<file path="src/rtl/gate_duty_if.sv">
// Gate-line bundle and duty-result handshake shared by the gate duty decoder and its driver.
interface gate_duty_if #(
  parameter int DUTY_W = 10
);
  logic              sync;
  logic              g1_a;
  logic              g1_b;
  logic              g1_c;
  logic              g2_a;
  logic              g2_b;
  logic              g2_c;
  logic [DUTY_W-1:0] duty_a;
  logic [DUTY_W-1:0] duty_b;
  logic [DUTY_W-1:0] duty_c;
  logic              duty_valid;
  logic              duty_ready;
  logic              overrun;
  logic [2:0]        fault;

  modport master (
    output sync, g1_a, g1_b, g1_c, g2_a, g2_b, g2_c, duty_ready,
    input  duty_a, duty_b, duty_c, duty_valid, overrun, fault
  );

  modport slave (
    input  sync, g1_a, g1_b, g1_c, g2_a, g2_b, g2_c, duty_ready,
    output duty_a, duty_b, duty_c, duty_valid, overrun, fault
  );
endinterface

</file>
<file path="src/rtl/gate_duty_decoder.sv">
// Recovers per-carrier-period high time of each upper gate; optional shoot-through
// detection is built only when GATE_DUTY_FAULT_EN is defined.
module gate_duty_decoder #(
  parameter int PERIOD = 960,
  parameter int DUTY_W = 10
) (
  input logic        clk,
  input logic        reset,
  gate_duty_if.slave bus
);

  localparam int CNT_W = (PERIOD > 1) ? $clog2(PERIOD) : 1;
  localparam logic [CNT_W-1:0] CNT_LAST = CNT_W'(PERIOD - 1);

  logic [CNT_W-1:0]             r_cnt;
  logic [2:0][DUTY_W-1:0]       r_acc;
  logic [2:0][DUTY_W-1:0]       r_duty;
  logic                         r_valid;
  logic                         r_overrun;

  logic [2:0]                   w_g1;
  logic [2:0][DUTY_W:0]         w_sum;
  logic [2:0][DUTY_W-1:0]       w_final;
  logic                         w_eow;
  logic                         w_xfer;
  logic                         w_free;

  assign w_g1   = {bus.g1_c, bus.g1_b, bus.g1_a};
  assign w_eow  = (r_cnt == CNT_LAST) | bus.sync;
  assign w_xfer = r_valid & bus.duty_ready;
  assign w_free = ~r_valid | bus.duty_ready;

  // Final count includes the current cycle's gate level; overflow clamps at all-ones.
  always_comb begin
    w_sum   = '0;
    w_final = '0;
    for (int i = 0; i < 3; i++) begin
      w_sum[i]   = {1'b0, r_acc[i]} + {{DUTY_W{1'b0}}, w_g1[i]};
      w_final[i] = w_sum[i][DUTY_W] ? {DUTY_W{1'b1}} : w_sum[i][DUTY_W-1:0];
    end
  end

  always_ff @(posedge clk) begin
    if (reset) begin
      r_cnt <= '0;
      r_acc <= '0;
    end else if (w_eow) begin
      r_cnt <= '0;
      r_acc <= '0;
    end else begin
      r_cnt <= r_cnt + 1'b1;
      r_acc <= w_final;
    end
  end

  // A window closing while the slot is held and not being taken is dropped.
  always_ff @(posedge clk) begin
    if (reset) begin
      r_duty    <= '0;
      r_valid   <= 1'b0;
      r_overrun <= 1'b0;
    end else if (w_eow) begin
      if (w_free) begin
        r_duty  <= w_final;
        r_valid <= 1'b1;
      end else begin
        r_overrun <= 1'b1;
      end
    end else if (w_xfer) begin
      r_valid <= 1'b0;
    end
  end

  assign bus.duty_a     = r_duty[0];
  assign bus.duty_b     = r_duty[1];
  assign bus.duty_c     = r_duty[2];
  assign bus.duty_valid = r_valid;
  assign bus.overrun    = r_overrun;

`ifdef GATE_DUTY_FAULT_EN
  logic [2:0] w_g2;
  logic [2:0] r_fault;

  assign w_g2 = {bus.g2_c, bus.g2_b, bus.g2_a};

  always_ff @(posedge clk) begin
    if (reset) begin
      r_fault <= '0;
    end else begin
      r_fault <= r_fault | (w_g1 & w_g2);
    end
  end

  assign bus.fault = r_fault;
`else
  assign bus.fault = 3'b000;
`endif

endmodule

</file>
<file path="src/flat_wrapper.sv">
// flat-port wrapper written by rule: the top's interface ports become plain ports
module gate_duty_decoder_flat 
#(
  parameter int PERIOD = 960,
  parameter int DUTY_W = 10
)
  (clk, reset, bus_sync, bus_g1_a, bus_g1_b, bus_g1_c, bus_g2_a, bus_g2_b, bus_g2_c, bus_duty_ready, bus_duty_a, bus_duty_b, bus_duty_c, bus_duty_valid, bus_overrun, bus_fault);
  gate_duty_if #(.DUTY_W(DUTY_W)) bus_i ();
  input logic clk;
  input logic reset;
  input wire logic [$bits(bus_i.sync)-1:0] bus_sync;
  input wire logic [$bits(bus_i.g1_a)-1:0] bus_g1_a;
  input wire logic [$bits(bus_i.g1_b)-1:0] bus_g1_b;
  input wire logic [$bits(bus_i.g1_c)-1:0] bus_g1_c;
  input wire logic [$bits(bus_i.g2_a)-1:0] bus_g2_a;
  input wire logic [$bits(bus_i.g2_b)-1:0] bus_g2_b;
  input wire logic [$bits(bus_i.g2_c)-1:0] bus_g2_c;
  input wire logic [$bits(bus_i.duty_ready)-1:0] bus_duty_ready;
  output wire logic [$bits(bus_i.duty_a)-1:0] bus_duty_a;
  output wire logic [$bits(bus_i.duty_b)-1:0] bus_duty_b;
  output wire logic [$bits(bus_i.duty_c)-1:0] bus_duty_c;
  output wire logic [$bits(bus_i.duty_valid)-1:0] bus_duty_valid;
  output wire logic [$bits(bus_i.overrun)-1:0] bus_overrun;
  output wire logic [$bits(bus_i.fault)-1:0] bus_fault;
  assign bus_i.sync = bus_sync;
  assign bus_i.g1_a = bus_g1_a;
  assign bus_i.g1_b = bus_g1_b;
  assign bus_i.g1_c = bus_g1_c;
  assign bus_i.g2_a = bus_g2_a;
  assign bus_i.g2_b = bus_g2_b;
  assign bus_i.g2_c = bus_g2_c;
  assign bus_i.duty_ready = bus_duty_ready;
  assign bus_duty_a = bus_i.duty_a;
  assign bus_duty_b = bus_i.duty_b;
  assign bus_duty_c = bus_i.duty_c;
  assign bus_duty_valid = bus_i.duty_valid;
  assign bus_overrun = bus_i.overrun;
  assign bus_fault = bus_i.fault;
  gate_duty_decoder #(.PERIOD(PERIOD), .DUTY_W(DUTY_W)) u_core (.clk(clk), .reset(reset), .bus(bus_i));
endmodule
</file>
<file path="config.mk">
export PLATFORM = sky130hd
export DESIGN_NAME = gate_duty_decoder_flat
export DESIGN_NICKNAME = d
export VERILOG_FILES = /design/src/rtl/gate_duty_if.sv /design/src/rtl/gate_duty_decoder.sv /design/src/flat_wrapper.sv
export SDC_FILE = /design/constraint.sdc
export NUM_CORES = 1
export LEC_CHECK = 0
export CAP_MARGIN = 20
export CORE_MARGIN = 5
export CORE_UTILIZATION = 58
export DETAILED_ROUTE_END_ITERATION = 12
export MAX_ROUTING_LAYER = met4
export PLACE_DENSITY = 0.85
export SYNTH_ARGS = -nofsm -noshare
export SYNTH_HDL_FRONTEND = slang
export SYNTH_SLANG_ARGS = --single-unit
</file>
<file path="constraint.sdc">
create_clock -name clk -period 4.84 [get_ports clk]
set_input_delay 0.726 -clock clk [delete_from_list [all_inputs] [get_ports clk]]
set_output_delay 0.726 -clock clk [all_outputs]
set_load 0.1 [all_outputs]
</file>
### Wiring by layer

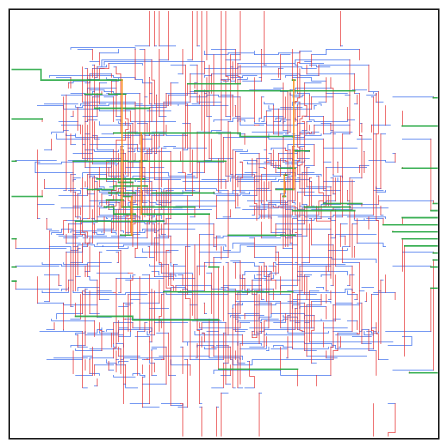
blue -> M1  # wire length 3030 microns
orange -> M4  # wire length 72.8 microns
red -> M2  # wire length 3310 microns
green -> M3  # wire length 445 microns

### Clock wires, drivers and flops

Scale bar: 20 microns.
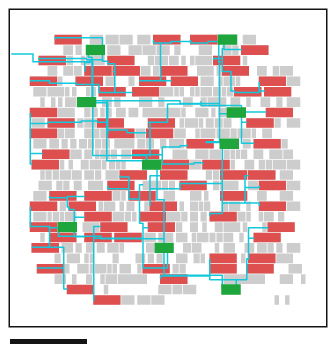
cyan -> clock wires  # length 874 microns
green -> clock-net drivers  # count 9
red -> flip-flops  # count 72
routed clock nets = 10

==> impl_metrics.ini <==
; synthesis and place-and-route metrics
[run_status]
status = finished, final reports clean

[final_timing]
worstMarginPinSlew_ns = 0.9859
finalHoldViolations = 0
grt_setup_unrepaired = false
skew_ns = 0.008166
timing.final.max_slew_violations = 0
max-slew-margin-rel_pct = 34.07
timing.final.crit_share_pct = 53.19
fin_crit_ns = 2.575

[final_layout]
sh_comb_area_pct = 40.48
largest_reg_flops = 30
clockNetworkAreaShare_pct = 5.565
regMostFlops = u_core.r_acc
clock_buffers = 12
lay_top_cells = dfxtp_1 (72), nor2_1 (56), clkdlybuf4s50_1 (38)
final_util_pct = 72.20
regArea_sq_um = 1441
n_all_buffers = 43
logic_area_sq_um = 1493

[yosys]
syn_inst = 342
yosys_cells = 342
ff_type = dfxtp_1
synth_flops = 72
adder_share_pct = 2.869
synth.top_cell.area_share_pct = 47.21
compound_area_share_pct = 21.60
synth.avg_cell_area_sq_um = 8.927
syn_area_sq_um = 3053
top_logic_kind = AND-OR/OR-AND gates
muxShareOfSynthArea_pct = 0.6557
most_common_cell = dfxtp_1
ys_seq_share_pct = 47.21
edf_count = 0
area_leaders = dfxtp_1 (47%), nor2_1 (6.9%), a21oi_1 (5.6%), a211oi_1 (4.9%), ha_1 (2.9%)
yosys_area_sq_um = 3053
yosys.area_share.simple_pct = 19.51

[power_and_ir_drop]
peakVddDrop_v = 0.0002531
comb_cell_power_w = 0.000175
p_int_w = 0.0009218
power.switching_w = 0.0003563
clkPwrFrac_pct = 38.3
comb_power_share_pct = 13.7
p_seq_w = 0.000613

[placement]
gp_congestion = 0.8282
port_buffers = 38
hpwlAfterDp_microns = 4499

[setup_path]
crit_path_end_kind = primary output
critPathMaxStageDelay_ns = 1.14
path_max_fanout = 2
slowest_stage = clkdlybuf4s50_1
critPathLaunchType = flop
crit_chain = clkdlybuf4s50_1
critical_path_required_ns = 4.11
cp_num_buf_inv = 1

[floorplanning]
initCoreUtil_pct = 59.77
taps = 70
dieHeight_microns = 82.55
ios = 45
die_x_microns = 82.55

[global_route]
grtUsageMet1_pct = 27.10
antenna_found_initial = 0
grt_usage_pct = 23.20
grt_max_degree = 31
grt_busiest_layer = met2

[clock_tree]
cts_resized = 0
postCtsSetupRepairBufs = 0
path_clk_slew_ns = 0.07
cts.path.max_buffers = 2
h-tree-depth = 3
cts_made_buffers = 9
cts_sinks = 72
clk_latency_ns = 0.35

[drt]
drt-met1-wl_microns = 3032
wire_per_inst_microns = 15.35
vias_per_cell = 5.886
num_vias = 2631
dr.pass1.iters = 4
drtIter0Drc = 262
drcViolationCount = 0

[min_path]
hp-class = reg2reg

[flow_run]
cap_violations = 0
### Signal wires on met3

Scale bar: 20 microns.
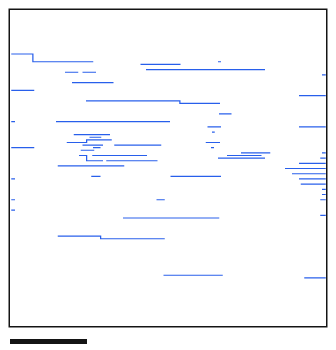
longest straight run = 30.8 microns
main direction = horizontal
share of all routed wire = 6.5%
nets with wire on the layer = 42
WL final: 6862 microns
GRT met3 Usage: 6.725%

### Zoomed window

Region (21, 5) to (61, 45) microns. Cells in gray, sequential cells in the stronger gray; small squares are vias.
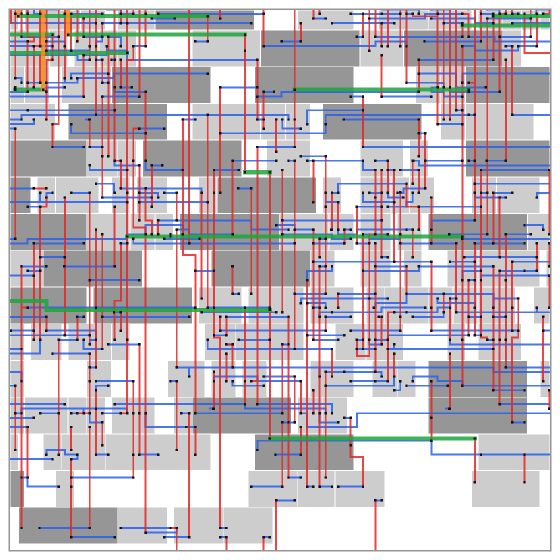
red -> M2
green -> M3
blue -> M1
orange -> M4
most frequent = dfxtp_1 (24), nor2_1 (19), o21ai_0 (8)
netlist names of flops here include = u_core.r_acc (12), u_core.r_cnt (5), u_core.bus.duty_c (4)
sequential cells in the window = 24
cells with their middle in the window = 128

[path summary, 6_finish.rpt]
path                                      startpoint                    to  cells past startpoint
worst max-delay path            u_core.bus.duty_c[6]         bus_duty_c[6]                      1
worst min-delay path                 u_core.r_cnt[0]       u_core.r_cnt[0]                      1
worst max register to register       u_core.r_cnt[0]  u_core.bus.duty_a[5]                      6
worst min register to register       u_core.r_cnt[0]       u_core.r_cnt[0]                      1
[stage by stage]
step	cell area (sq um)	hold WS (ns)	cells	power (W)	setup slack, ns
4_1_cts	3687	0.4755	447	0.001287	2.245
3_5_place_dp	3482	0.4588	432	0.0008023	2.009
6_report	3687	0.4693	447	0.001278	2.265
5_1_grt	3687	0.4894	447	0.001323	2.165
2_1_floorplan	3060	0.4261	344	0.0007610	2.646
3_3_place_gp	3455	0.4428	431	0.0007969	2.019
Power figures rest on the tool's default switching activity, not on a simulated workload.
